==> images/util_map.png <==
Bar = 20 um. 6 x 6 tiles, from black (low) to pale yellow (high), 0 to 100% covered.
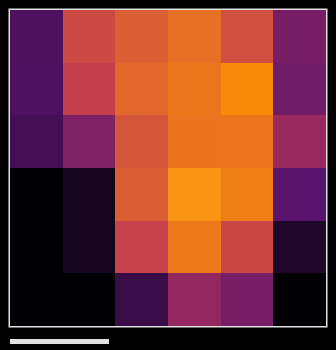
==> images/congestion_map.png <==
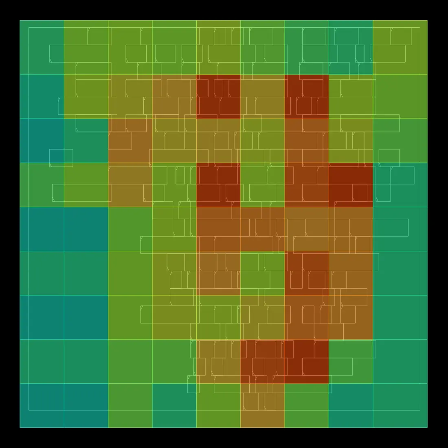
==> images/class_map.png <==
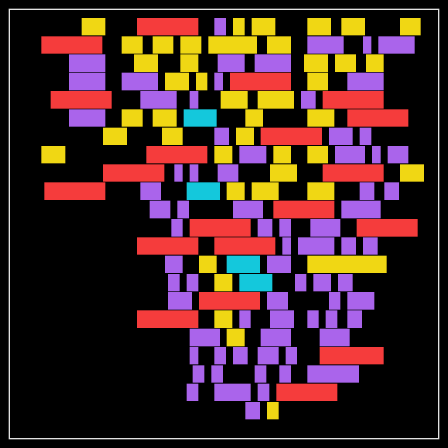
==> images/port_trees.png <==
Bar = 20 um.
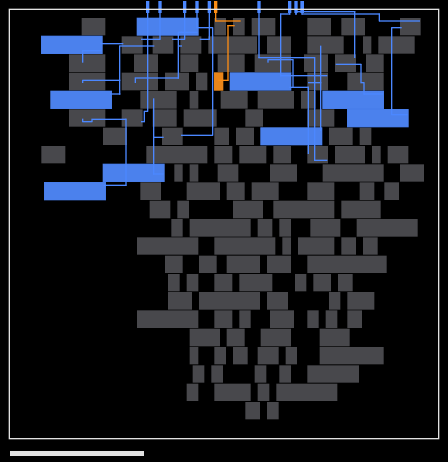
--- config.mk ---
export PLATFORM = sky130hd
export DESIGN_NAME = iadc_conv_ctrl
export DESIGN_NICKNAME = d
export VERILOG_FILES = /design/src/rtl/iadc_pkg.sv /design/src/rtl/iadc_osr_counter.sv /design/src/rtl/iadc_conv_ctrl.sv
export SDC_FILE = /design/constraint.sdc
export NUM_CORES = 1
export LEC_CHECK = 0
export CELL_PAD_IN_SITES_DETAIL_PLACEMENT = 1
export CELL_PAD_IN_SITES_GLOBAL_PLACEMENT = 2
export CORE_MARGIN = 1
export CORE_UTILIZATION = 27
export DETAILED_ROUTE_END_ITERATION = 7
export PLACE_DENSITY = 0.77
export REMOVE_ABC_BUFFERS = 1
export SYNTH_ARGS = -nofsm -noshare
export SYNTH_HDL_FRONTEND = slang
export SYNTH_SLANG_ARGS = --single-unit
--- constraint.sdc ---
create_clock -name clk -period 1.3 [get_ports clk]
set_input_delay 0.26 -clock clk [delete_from_list [all_inputs] [get_ports clk]]
set_output_delay 0.26 -clock clk [all_outputs]
set_load 0.01 [all_outputs]
--- src/rtl/iadc_pkg.sv ---
// Shared types and constants for the incremental-ADC conversion controller.
package iadc_pkg;

  typedef enum logic [2:0] {
    IDLE,
    CLEAR,
    CONVERT,
    SAMPLE,
    HOLD
  } conv_state_t;

  localparam int IADC_OSR_DEFAULT = 256;
  localparam int IADC_CNT_W       = 9;

endpackage

--- src/rtl/iadc_osr_counter.sv ---
// Modulator-cycle counter for one conversion window; tc marks the last cycle (count = OSR-1).
module iadc_osr_counter
  import iadc_pkg::*;
#(
  parameter int OSR = IADC_OSR_DEFAULT
) (
  input  logic clk,
  input  logic rst,
  input  logic load,
  input  logic en,
  output logic tc
);

  localparam int CW = (OSR > 1) ? $clog2(OSR) : 1;

  logic [CW-1:0] count_q, count_d;

  always_comb begin
    count_d = count_q;
    if (load) begin
      count_d = '0;
    end else if (en) begin
      count_d = count_q + 1'b1;
    end
  end

  always_ff @(posedge clk or posedge rst) begin
    if (rst) begin
      count_q <= '0;
    end else begin
      count_q <= count_d;
    end
  end

  assign tc = (count_q == CW'(OSR - 1));

endmodule

--- src/rtl/iadc_conv_ctrl.sv ---
// Incremental-ADC conversion framing FSM and result register with valid/ready output.
// Build option IADC_CONV_OFFSET_EN: result becomes int_data - OSR/2 (two's complement).
//
// state   | meaning
// IDLE    | waiting for start
// CLEAR   | int_clr high one cycle, counter loads 0
// CONVERT | OSR modulator cycles accumulate in the integrator
// SAMPLE  | integrator count captured into result at end of cycle
// HOLD    | result_valid high until result_ready handshake
module iadc_conv_ctrl
  import iadc_pkg::*;
#(
  parameter int OSR   = IADC_OSR_DEFAULT,
  parameter int IN_W  = IADC_CNT_W,
  parameter int OUT_W = IADC_CNT_W
) (
  input  logic             clk,
  input  logic             rst,
  input  logic             start,
  output logic             int_clr,
  input  logic [IN_W-1:0]  int_data,
  output logic             busy,
  output logic [OUT_W-1:0] result,
  output logic             result_valid,
  input  logic             result_ready
);

  conv_state_t      state_q, state_d;
  logic [OUT_W-1:0] result_q, result_d;
  logic [OUT_W-1:0] sample_val;
  logic             cnt_load, cnt_en, cnt_tc;

  iadc_osr_counter #(.OSR(OSR)) u_cnt (
    .clk  (clk),
    .rst  (rst),
    .load (cnt_load),
    .en   (cnt_en),
    .tc   (cnt_tc)
  );

`ifdef IADC_CONV_OFFSET_EN
  assign sample_val = OUT_W'(int_data) - OUT_W'(OSR / 2);
`else
  assign sample_val = OUT_W'(int_data);
`endif

  always_comb begin
    state_d  = state_q;
    result_d = result_q;
    cnt_load = 1'b0;
    cnt_en   = 1'b0;
    case (state_q)
      IDLE: begin
        if (start) state_d = CLEAR;
      end
      CLEAR: begin
        cnt_load = 1'b1;
        state_d  = CONVERT;
      end
      CONVERT: begin
        cnt_en = 1'b1;
        if (cnt_tc) state_d = SAMPLE;
      end
      SAMPLE: begin
        result_d = sample_val;
        state_d  = HOLD;
      end
      HOLD: begin
        // start is deliberately not looked at here; it must be re-raised in IDLE
        if (result_ready) state_d = IDLE;
      end
      default: state_d = IDLE;
    endcase
  end

  always_ff @(posedge clk or posedge rst) begin
    if (rst) begin
      state_q  <= IDLE;
      result_q <= '0;
    end else begin
      state_q  <= state_d;
      result_q <= result_d;
    end
  end

  assign int_clr      = (state_q == CLEAR);
  assign busy         = (state_q == CLEAR) || (state_q == CONVERT) || (state_q == SAMPLE);
  assign result_valid = (state_q == HOLD);
  assign result       = result_q;

endmodule

==> summary.txt <==
Notes from the flow run.

Power and ir drop:
- The worst-case IR drop observed on VDD is 0.7773 mV.

Clock tree:
- The registers of the reported paths see a clock transition of approximately 0.08 ns.
- The run puts the number of H-tree levels at 1.
- The run gives the total clock buffers created by CTS as 3.

Logic synthesis:
- The synthesis report names the predominant flop master as dfrtp_1.
- The run puts the average footprint of a synthesized cell at ~10 um^2.
- The run gives the number of cells in the yosys synthesis report as just under 100.
- In this run, synthesis inferred 0 flip-flops with an integrated enable.

GRT:
- The run puts the aggregate global-route resource usage at 0.1791.
- The run gives the pin count of the biggest net entering global routing as 21.

Floorplan:
- According to the floorplan report, the die width is 63.68 um.
- The run puts the area of the placeable core at 3661 um^2.
- The run gives the top-level I/O count as 25.

Status:
- The flow ran to the end, but the final reports show violations.
- The checks that failed: setup timing.

Final timing:
- The run gives the final worst clock skew as between 0.0008 and 0.0009 ns.
- Hold is met by 0.3275 ns.
- The run puts the number of setup violations in the final report at 16.
- Setup repair after global routing could not meet its margin everywhere.
- Setup slack on the critical path of the routed design comes to -0.1074 ns.

Detailed routing:
- The run gives the remaining antenna violation count after routing as 0.
- The run puts the number of iterations in the first detailed-routing pass at 4.
- The run gives the DRC violation count after routing as 0.

Critical path:
- Per the timing report, the most critical flop-to-flop path originates at state_q[2]$_DFFE_PP0P_.
- The run puts the worst reg-to-reg setup slack at -0.11 ns.
- The run gives the endpoint of the most critical register-to-register path as u_cnt.count_q[7]$_DFFE_PP0P_.

Min path:
- The run gives the path type of the worst min-delay path as in -> async.

Job:
- The run puts the number of maximum-capacitance violations at 0.

Placed design:
- The run gives the placer's final routability congestion estimate as 0.7244.
Notes on util_map.png above:
2.8% of the tiles are over 75% full. 14% of the tiles are nearly empty. The fullest tile reaches 77%. The emptiest ninth of the die: bottom left.

Notes on congestion_map.png above:
routed wirelength normalized by instance count: 17.52 um
met3 Usage GRT: 0.01993

Notes on class_map.png above:
Key: purple = remaining logic cells [cells 73, share of their area 39%]; yellow = remaining buffers and delay cells [cells 43, share of their area 26%]; red = sequential cells [cells 20, share of their area 31%]; cyan = clock drivers and dummy loads [cells 4, share of their area 3.5%]

Notes on port_trees.png above:
Key: orange = busy [bits 1, direction output, edge top, end cells 1, buffers 1, wire 15.5 um]; blue = result [bits 9, direction output, edge top, end cells 9, buffers 9, wire 288 um]

-- worst max-delay path, cell delays in order, from the launching register on --
cell	delay [ns]
dfrtp_1	0.42
buf_6	0.15
buf_12	0.13
or3_4	0.37
nor4_2	0.13
nand3b_1	0.14
-- metrics by stage --
step,total power [W],cells,util
CTS,0.003672,188,0.4440
global route,0.004004,188,0.4522
detailed placement,0.002707,176,0.3770
global placement,0.002614,176,0.3770
finish,0.003770,188,0.4522
floorplan,0.001817,92,-
-- power breakdown --
group	total [W]	internal, W	switching, W
Clock	0.000484	0.000270	0.000215
Sequential	0.00109	0.000877	0.000216
Combinational	0.00219	0.00120	0.000996
Total	0.00377	0.00234	0.00143
-- cells in the final DEF (no fill, tap or decap), types with 3 or more instances in the layout --
| cell | instances |
|---|---|
| and3_1 | 3 |
| nand3_1 | 5 |
| dfrtp_1 | 19 |
| nand4_1 | 3 |
| dlygate4sd2_1 | 9 |
| buf_4 | 11 |
| clkbuf_8 | 4 |
| buf_6 | 5 |
| o21ai_1 | 5 |
| clkdlybuf4s50_1 | 12 |
| nor2b_1 | 3 |
| mux2_4 | 9 |
| o21ai_0 | 7 |
| inv_1 | 5 |
| buf_2 | 3 |
-- final cells by class --
class                   instances  area [um^2]  area share
multi-input cells              68        599.3      0.3621
flip-flops and latches         20        501.7      0.3031
repair buffers                 43        420.4      0.2540
well taps                      48        60.06     0.03628
clock buffers                   4        55.05     0.03326
inverters                       5        18.77     0.01134
-- flip-flops by register name, indices dropped and copies added, names as in the netlist --
register	count
result	9
u_cnt.count_q	8
state_q	3
-- per-layer routing --
metal,vias up,track usage,part of all wire
met3,6,0.01993,0.023
met5,-,0,0
li1,447,-,-
met2,25,0.2926,0.52
met4,0,0.07670,0.020
met1,488,0.2366,0.43
Power is estimated from default activity; no workload was simulated.
